Logic cells by family:
(4 px per um)
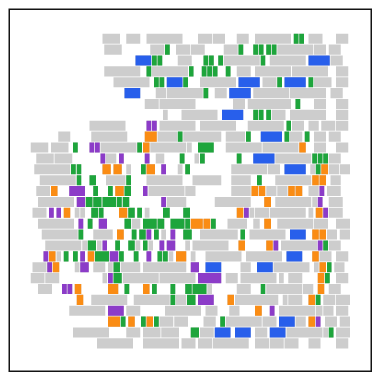
Pin map:
(4 px per um) Pins as bars across the die edge, other pins in grey.
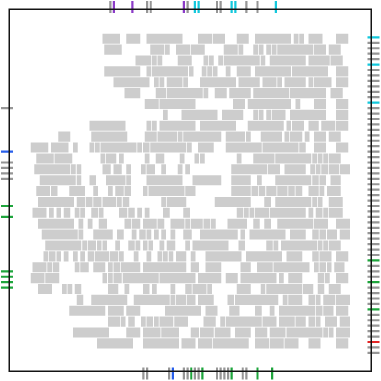
Clock network drawn from the DEF:
(4 px per um)
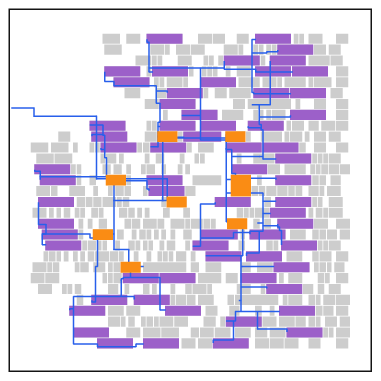
Clock nets:
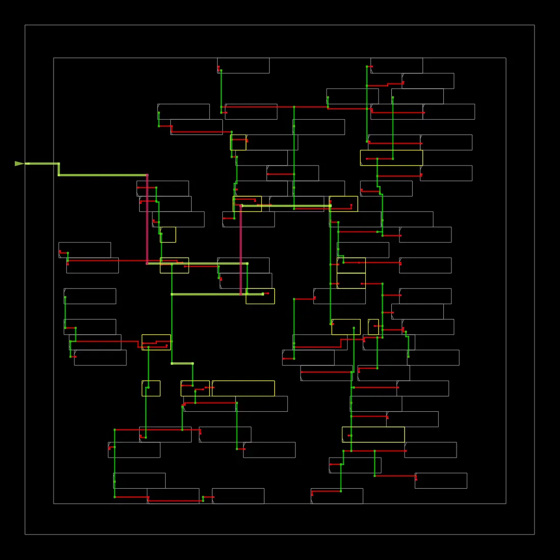
<file path="config.mk">
export PLATFORM = sky130hd
export DESIGN_NAME = alu_exec_ctrl
export DESIGN_NICKNAME = d
export VERILOG_FILES = /design/src/rtl/mini_cpu_pkg.sv /design/src/rtl/alu_exec_ctrl_decode.sv /design/src/rtl/alu_exec_ctrl.sv
export SDC_FILE = /design/constraint.sdc
export NUM_CORES = 1
export LEC_CHECK = 0
export ABC_AREA = 1
export CORE_MARGIN = 5
export CORE_UTILIZATION = 50
export DETAILED_ROUTE_END_ITERATION = 10
export PLACE_DENSITY = 0.9
export SETUP_SLACK_MARGIN = 0.4
export SKIP_LAST_GASP = 1
export SLEW_MARGIN = 40
export SYNTH_ARGS = -nofsm -noshare
export SYNTH_HDL_FRONTEND = slang
export SYNTH_SLANG_ARGS = --single-unit
</file>
<file path="constraint.sdc">
create_clock -name clk -period 2.5 [get_ports clk]
set_clock_uncertainty 0.2 [all_clocks]
set_input_delay 0.375 -clock clk [delete_from_list [all_inputs] [get_ports clk]]
set_output_delay 0.375 -clock clk [all_outputs]
set_load 0.05 [all_outputs]
</file>
<file path="src/rtl/mini_cpu_pkg.sv">
// mini_cpu_pkg
// Shared definitions for the Mini-CPU execute controller. This package holds
// the opcode constants (instr[13:8]), the ALU select encodings, the sequencer
// state enum and the per-instruction control bundle.
//
// External ALU contract, expressed through the select encodings:
//   out_mux  : 00 through, 01 shift, 10 logic, 11 adder
//   through  : op_mux_l 00 passes op_A1, 01 passes op_A; clr forces 0,
//              swap_n_mov swaps nibbles
//   shift    : rlf_n_rrf=1 rotates op_A1 left through C_in, 0 rotates right
//   logic    : op_mux_l selects AND/IOR/XOR of op_A,op_B, or ~op_A
//   adder    : op_A plus (op_B | 1 | 0xFF by op_mux_a); sub=1 gives op_A-op_B
package mini_cpu_pkg;

  // Byte-oriented file-register opcodes
  localparam logic [5:0] OPC_MOVWF = 6'b000000;
  localparam logic [5:0] OPC_CLR   = 6'b000001;
  localparam logic [5:0] OPC_SUBWF = 6'b000010;
  localparam logic [5:0] OPC_DECF  = 6'b000011;
  localparam logic [5:0] OPC_IORWF = 6'b000100;
  localparam logic [5:0] OPC_ANDWF = 6'b000101;
  localparam logic [5:0] OPC_XORWF = 6'b000110;
  localparam logic [5:0] OPC_ADDWF = 6'b000111;
  localparam logic [5:0] OPC_MOVF  = 6'b001000;
  localparam logic [5:0] OPC_COMF  = 6'b001001;
  localparam logic [5:0] OPC_INCF  = 6'b001010;
  localparam logic [5:0] OPC_RRF   = 6'b001100;
  localparam logic [5:0] OPC_RLF   = 6'b001101;
  localparam logic [5:0] OPC_SWAPF = 6'b001110;

  // Literal opcodes; '?' bits are don't-care within the family
  localparam logic [5:0] OPC_MOVLW = 6'b1100??;
  localparam logic [5:0] OPC_IORLW = 6'b111000;
  localparam logic [5:0] OPC_ANDLW = 6'b111001;
  localparam logic [5:0] OPC_XORLW = 6'b111010;
  localparam logic [5:0] OPC_SUBLW = 6'b11110?;
  localparam logic [5:0] OPC_ADDLW = 6'b11111?;

  // ALU output mux
  localparam logic [1:0] OUT_THRU  = 2'b00;
  localparam logic [1:0] OUT_SHIFT = 2'b01;
  localparam logic [1:0] OUT_LOGIC = 2'b10;
  localparam logic [1:0] OUT_ADD   = 2'b11;

  // op_mux_l in logic mode
  localparam logic [1:0] LOGIC_AND = 2'b00;
  localparam logic [1:0] LOGIC_IOR = 2'b01;
  localparam logic [1:0] LOGIC_XOR = 2'b10;
  localparam logic [1:0] LOGIC_COM = 2'b11;

  // op_mux_l in through mode
  localparam logic [1:0] THRU_A1 = 2'b00;
  localparam logic [1:0] THRU_A  = 2'b01;

  // op_mux_a: second adder operand
  localparam logic [1:0] ADD_W    = 2'b00;
  localparam logic [1:0] ADD_ONE  = 2'b01;
  localparam logic [1:0] ADD_ONES = 2'b10;

  // Flag masks, ordered {Z, DC, C} like STATUS
  localparam logic [2:0] FLAG_NONE = 3'b000;
  localparam logic [2:0] FLAG_C    = 3'b001;
  localparam logic [2:0] FLAG_Z    = 3'b100;
  localparam logic [2:0] FLAG_CDZ  = 3'b111;

  typedef enum logic [2:0] {
    ST_IDLE,
    ST_Q1,
    ST_Q2,
    ST_Q3,
    ST_Q4
  } state_t;

  typedef struct packed {
    logic [1:0] out_mux;
    logic [1:0] op_mux_l;
    logic [1:0] op_mux_a;
    logic       clr;
    logic       swap_n_mov;
    logic       rlf_n_rrf;
    logic       sub;
    logic       lit_op;
    logic       a1_w;
    logic       dest_w;
    logic       wr_file;
    logic [2:0] flag_mask;
  } ctrl_t;

endpackage

</file>
<file path="src/rtl/alu_exec_ctrl_decode.sv">
// alu_decode
// Purely combinational decode of an instruction's opcode and destination bit
// into the control bundle that drives the external ALU and the writeback.
// Unsupported encodings (NOP, bit-oriented, control flow) produce an
// all-zero bundle, so they write nothing and touch no flags.
//
// Ports:
//   opcode  in  6  instr[13:8]
//   d       in  1  instr[7], destination select for byte ops (1 = file)
//   ctrl    out    decoded control bundle
module alu_decode
  import mini_cpu_pkg::*;
(
  input  logic [5:0] opcode,
  input  logic       d,
  output ctrl_t      ctrl
);

  logic byte_op;

  // Opcode decode. Byte ops only pick ALU settings here; their destination
  // is applied once after the case from the d bit.
  always_comb begin
    ctrl    = '0;
    byte_op = 1'b0;
    casez (opcode)
      OPC_ADDWF, OPC_SUBWF: begin
        ctrl.out_mux   = OUT_ADD;
        ctrl.op_mux_a  = ADD_W;
        ctrl.sub       = (opcode == OPC_SUBWF);
        ctrl.flag_mask = FLAG_CDZ;
        byte_op        = 1'b1;
      end
      OPC_INCF, OPC_DECF: begin
        ctrl.out_mux   = OUT_ADD;
        ctrl.op_mux_a  = (opcode == OPC_INCF) ? ADD_ONE : ADD_ONES;
        ctrl.flag_mask = FLAG_Z;
        byte_op        = 1'b1;
      end
      OPC_ANDWF, OPC_IORWF, OPC_XORWF, OPC_COMF: begin
        ctrl.out_mux   = OUT_LOGIC;
        ctrl.op_mux_l  = (opcode == OPC_ANDWF) ? LOGIC_AND :
                         (opcode == OPC_IORWF) ? LOGIC_IOR :
                         (opcode == OPC_XORWF) ? LOGIC_XOR : LOGIC_COM;
        ctrl.flag_mask = FLAG_Z;
        byte_op        = 1'b1;
      end
      OPC_CLR: begin
        ctrl.out_mux   = OUT_THRU;
        ctrl.clr       = 1'b1;
        ctrl.a1_w      = ~d;
        ctrl.flag_mask = FLAG_Z;
        byte_op        = 1'b1;
      end
      OPC_MOVF: begin
        ctrl.out_mux   = OUT_THRU;
        ctrl.flag_mask = FLAG_Z;
        byte_op        = 1'b1;
      end
      OPC_SWAPF: begin
        ctrl.out_mux    = OUT_THRU;
        ctrl.swap_n_mov = 1'b1;
        ctrl.flag_mask  = FLAG_NONE;
        byte_op         = 1'b1;
      end
      OPC_RLF, OPC_RRF: begin
        ctrl.out_mux   = OUT_SHIFT;
        ctrl.rlf_n_rrf = (opcode == OPC_RLF);
        ctrl.flag_mask = FLAG_C;
        byte_op        = 1'b1;
      end
      OPC_MOVWF: begin
        // d=0 in this row is NOP and friends, left as an empty bundle
        if (d) begin
          ctrl.out_mux  = OUT_THRU;
          ctrl.op_mux_l = THRU_A1;
          ctrl.a1_w     = 1'b1;
          byte_op       = 1'b1;
        end
      end
      OPC_ADDLW, OPC_SUBLW: begin
        ctrl.out_mux   = OUT_ADD;
        ctrl.op_mux_a  = ADD_W;
        ctrl.sub       = (opcode[1] == 1'b0);
        ctrl.lit_op    = 1'b1;
        ctrl.dest_w    = 1'b1;
        ctrl.flag_mask = FLAG_CDZ;
      end
      OPC_ANDLW, OPC_IORLW, OPC_XORLW: begin
        ctrl.out_mux   = OUT_LOGIC;
        ctrl.op_mux_l  = (opcode == OPC_ANDLW) ? LOGIC_AND :
                         (opcode == OPC_IORLW) ? LOGIC_IOR : LOGIC_XOR;
        ctrl.lit_op    = 1'b1;
        ctrl.dest_w    = 1'b1;
        ctrl.flag_mask = FLAG_Z;
      end
      OPC_MOVLW: begin
        // Through path must pass the literal (op_A), not the file operand
        ctrl.out_mux   = OUT_THRU;
        ctrl.op_mux_l  = THRU_A;
        ctrl.lit_op    = 1'b1;
        ctrl.dest_w    = 1'b1;
      end
      default: begin
        ctrl = '0;
      end
    endcase
    if (byte_op) begin
      ctrl.dest_w  = ~d;
      ctrl.wr_file = d;
    end
  end

endmodule

</file>
<file path="src/rtl/alu_exec_ctrl.sv">
// alu_exec_ctrl
// Four-phase decode/execute sequencer for the Mini-CPU 8-bit ALU datapath.
// An instruction is accepted in IDLE or Q4, decoded in Q1 while the file
// register is addressed, its operand is registered in Q2, the external ALU
// result and flags are captured at the end of Q3 and written back in Q4.
//
// Ports:
//   clk, rst_n                 clock, asynchronous active-low reset
//   instr_valid/instr/instr_ready  fetch handshake, 14-bit instruction
//   file_rd_addr/file_rd_data  file-register read (data one cycle later)
//   file_wr_en/addr/data       file-register write, pulsed in Q4
//   clr, swap_n_mov, rlf_n_rrf, sub, op_mux_l, op_mux_a, out_mux,
//   C_in, op_A1, op_A, op_B    ALU controls and operands
//   alu_out, c_new, dc_new, z_new  ALU results
//   w_reg                      working register
//   status                     {Z, DC, C}
module alu_exec_ctrl
  import mini_cpu_pkg::*;
(
  input  logic        clk,
  input  logic        rst_n,
  input  logic        instr_valid,
  input  logic [13:0] instr,
  output logic        instr_ready,
  output logic [6:0]  file_rd_addr,
  input  logic [7:0]  file_rd_data,
  output logic        file_wr_en,
  output logic [6:0]  file_wr_addr,
  output logic [7:0]  file_wr_data,
  output logic        clr,
  output logic        swap_n_mov,
  output logic        rlf_n_rrf,
  output logic        sub,
  output logic [1:0]  op_mux_l,
  output logic [1:0]  op_mux_a,
  output logic [1:0]  out_mux,
  output logic        C_in,
  output logic [7:0]  op_A1,
  output logic [7:0]  op_A,
  output logic [7:0]  op_B,
  input  logic [7:0]  alu_out,
  input  logic        c_new,
  input  logic        dc_new,
  input  logic        z_new,
  output logic [7:0]  w_reg,
  output logic [2:0]  status
);

  state_t      state;
  state_t      state_next;
  logic [13:0] instr_reg;
  ctrl_t       ctrl_dec;
  ctrl_t       ctrl_reg;
  logic [7:0]  operand_reg;
  logic [7:0]  result_reg;
  logic [2:0]  flags_reg;
  logic        accept;

  alu_decode u_decode (
    .opcode (instr_reg[13:8]),
    .d      (instr_reg[7]),
    .ctrl   (ctrl_dec)
  );

  // Sequencer state register
  always_ff @(posedge clk or negedge rst_n) begin
    if (!rst_n) begin
      state <= ST_IDLE;
    end else begin
      state <= state_next;
    end
  end

  // Next-state and handshake. Q4 doubles as an accept slot so a held
  // instr_valid sustains one instruction every four cycles.
  always_comb begin
    state_next  = state;
    instr_ready = 1'b0;
    case (state)
      ST_IDLE: begin
        instr_ready = 1'b1;
        if (instr_valid) state_next = ST_Q1;
      end
      ST_Q1: state_next = ST_Q2;
      ST_Q2: state_next = ST_Q3;
      ST_Q3: state_next = ST_Q4;
      ST_Q4: begin
        instr_ready = 1'b1;
        state_next  = instr_valid ? ST_Q1 : ST_IDLE;
      end
      default: state_next = ST_IDLE;
    endcase
  end

  assign accept = instr_ready & instr_valid;

  // Per-phase datapath registers. W and STATUS update on the Q4 edge, so
  // an instruction accepted in Q4 already sees them when its Q3 arrives.
  always_ff @(posedge clk or negedge rst_n) begin
    if (!rst_n) begin
      instr_reg   <= '0;
      ctrl_reg    <= '0;
      operand_reg <= '0;
      result_reg  <= '0;
      flags_reg   <= '0;
      w_reg       <= '0;
      status      <= '0;
    end else begin
      if (accept) instr_reg <= instr;
      if (state == ST_Q1) ctrl_reg <= ctrl_dec;
      if (state == ST_Q2) operand_reg <= file_rd_data;
      if (state == ST_Q3) begin
        result_reg <= alu_out;
        flags_reg  <= {z_new, dc_new, c_new};
      end
      if (state == ST_Q4) begin
        if (ctrl_reg.dest_w) w_reg <= result_reg;
        status <= (status & ~ctrl_reg.flag_mask) |
                  (flags_reg & ctrl_reg.flag_mask);
      end
    end
  end

  assign file_rd_addr = instr_reg[6:0];
  assign file_wr_en   = (state == ST_Q4) && ctrl_reg.wr_file;
  assign file_wr_addr = instr_reg[6:0];
  assign file_wr_data = result_reg;

  assign clr        = ctrl_reg.clr;
  assign swap_n_mov = ctrl_reg.swap_n_mov;
  assign rlf_n_rrf  = ctrl_reg.rlf_n_rrf;
  assign sub        = ctrl_reg.sub;
  assign op_mux_l   = ctrl_reg.op_mux_l;
  assign op_mux_a   = ctrl_reg.op_mux_a;
  assign out_mux    = ctrl_reg.out_mux;
  assign C_in       = status[0];

  assign op_B  = w_reg;
  assign op_A  = ctrl_reg.lit_op ? instr_reg[7:0] : operand_reg;
  assign op_A1 = ctrl_reg.a1_w ? w_reg : operand_reg;

endmodule

</file>
==> run summary <==
Flow results follow.

The path class of the lowest-slack min-delay path is reg2reg. The layout summary lists the proportion of cells stronger than drive strength 1 as 20.32%. After global routing the overflow that remains totals 0. Per the timing report, the most critical flop-to-flop path finishes at file_wr_data[6]. The area of the synthesized netlist per yosys stat is 3212 um^2. In the post-route report, total wirelength is listed as 7811 um. The signal on the critical path passes through clkdlybuf4s50_1.

In the routed layout, each cell is associated on average with a via count of 5.060. The critical path capture point type is an output port. In the final report, the number of endpoints failing setup comes to 0. The run finished with clean final reports. Once synthesis finished, the tally of register bits stood at 64. The initial antenna violation count is 0. Leaving out fill and tap cells, the most frequent cells in the layout are 85 x sky130_fd_sc_hd__nand2_1, 62 x sky130_fd_sc_hd__dfrtp_1, 39 x sky130_fd_sc_hd__clkdlybuf4s50_1. STA lists the startpoint of the worst register-to-register path as state[2]. The initial core utilization is 50.87%. The layout filler cell count is 515. The number of iterations in the first detailed-routing pass is 4. The deepest level of the CTS H-tree is 3.

The synthesized netlist devotes 0% of its cell area to adder and majority cells. The final worst slack is 0.4457 ns. The violation tally recorded at the end of detailed-routing iteration 0 is 128. The net count entering floorplan is 390. In this run the tightest slew margin relative to its limit is 54.70%.

The non-filler instance count after layout is 515. Setup repair after global routing left no endpoint under its margin. The async set-reset flop share out of synthesis is 100.0%. The worst hold path was traced through 2 stages. The worst setup path is launched from a flop. The most common logic cell in the final layout is sky130_fd_sc_hd__nand2_1. The count of placed standard cells including taps is 498. The count of inserted antenna diode cells is 0.

The cell type with the highest aggregate area in the netlist is sky130_fd_sc_hd__dfrtp_1. The launch point of the worst min-delay path is recorded as sub.

Per the OpenROAD floorplan log, the area of the die is 8126 um^2. The flip-flop count of the largest register after layout is 14. The global-route usage over all layers is 19.36%. STA on the placed design reports a worst setup slack of 0.4949 ns. Summing all multiplexer cells gives an area fraction of 7.596%. The largest net degree at the start of global routing is 37.

The total non-filler cell area in the finished layout is 4278 um^2. The reg2reg setup slack is 0.56 ns. The synthesized design contains 0 enable-type register cells. Clock tree synthesis selected as its root buffer the cell sky130_fd_sc_hd__clkbuf_8.

The biggest cell delay along the critical path is 0.80 ns. The critical path in this run is classified as reg2out. The cell row count is 29. The main logic family after synthesis is simple AND/OR/NAND/NOR gates. The setup fix buffers added after clock tree synthesis is 0. Yosys mapped the design onto 30 distinct sky130hd cell types.

In this run, the synthesized area fraction spent on AND-OR/OR-AND gates is recorded as 8.259%. The number of max-capacitance violations reported is 0. The number of routed nets with antenna violations is 0. Sorting the synthesized cells by area gives the leading types as sky130_fd_sc_hd__dfrtp_1 50%, sky130_fd_sc_hd__nand2_1 9.9%, sky130_fd_sc_hd__buf_4 7.0%.

The cell area reported after detailed placement is 4048 um^2.
## Picture notes: 'logic cells by family'
inverting AOI/OAI gates -> orange  # cells 47
NOR gates -> purple  # cells 42
NAND gates -> green  # cells 111
multiplexers -> blue  # cells 19

## Picture notes: 'pin map'
`rst_n` -> red  # pins 1, direction input, edge right
`status` -> purple  # pins 3, direction output, edge top
`op_mux_a` -> blue  # pins 2, direction output, edge 1 left, 1 bottom
`alu_out` -> cyan  # pins 8, direction input, edge 5 top, 3 right
`instr` -> green  # pins 14, direction input, edge 6 left, 5 bottom, 3 right
all pins by edge = 59 right, 19 bottom, 16 top, 12 left
die width: 90.15 um
die y size: 90.15 um
port bufs: 105

## Picture notes: 'clock network drawn from the DEF'
flip-flops -> purple  # count 64
cells driving clock nets -> orange  # count 9
clock wires -> blue  # length 742 um
routed clock nets = 10
clock insertion delay at the later pin of the skew report: 0.33 ns

## Picture notes: 'clock nets'
# clk buffers: 9
final sequential cell count: 64
Inserted Clock Buffers: 9
number of sinks handled by clock tree synthesis: 64

how the worst max path moves through the flow:
stage | end | slack (ns) | cells after the start | start
6_report | clr | 0.45 | 1 | clr
5_1_grt | instr_ready | 0.40 | 2 | state[1]
4_1_cts | file_wr_data[5] | 0.41 | 1 | file_wr_data[5]
3_5_place_dp | instr_ready | 0.49 | 2 | state[1]
3_3_place_gp | instr_ready | 0.50 | 2 | state[1]
2_1_floorplan | op_A1[5] | 0.20 | 2 | ctrl_reg[5]
final cells by class:
cell class / instances / area (um^2) / share of cell area, %
clock buffers: 9 / 123.9 / 2.896
clock inverters: 7 / 118.9 / 2.779
inverters: 30 / 115.1 / 2.691
well taps: 77 / 96.34 / 2.252
flip-flops and latches: 64 / 1604 / 37.50
repair buffers: 107 / 1008 / 23.57
multi-input cells: 221 / 1211 / 28.31
per-layer routing:
layer	track usage [%]	vias to the layer above	routed length [um]
met2	32.87	99	3865
met5	0	-	0
met1	24.19	1225	3328
met3	5.259	12	501
met4	5.459	0	116
li1	-	1270	-
cells by family (layout without fill, tap and decap cells):
group	after synthesis	count (layout)
DFF	64	64
muxes	19	19
AOI/OAI and AO/OA	48	48
and+or+nand+nor	154	154
buffers and inverters	69	153
what timing repair did:
| item | 4_1_cts | 5_1_grt |
|---|---|---|
| pin swaps | 0 | 0 |
| resized | 39 | 12 |
| hold endpoints to repair | 28 | 0 |
| setup endpoints to repair | 39 | 12 |
| hold buffers | 1 | 0 |
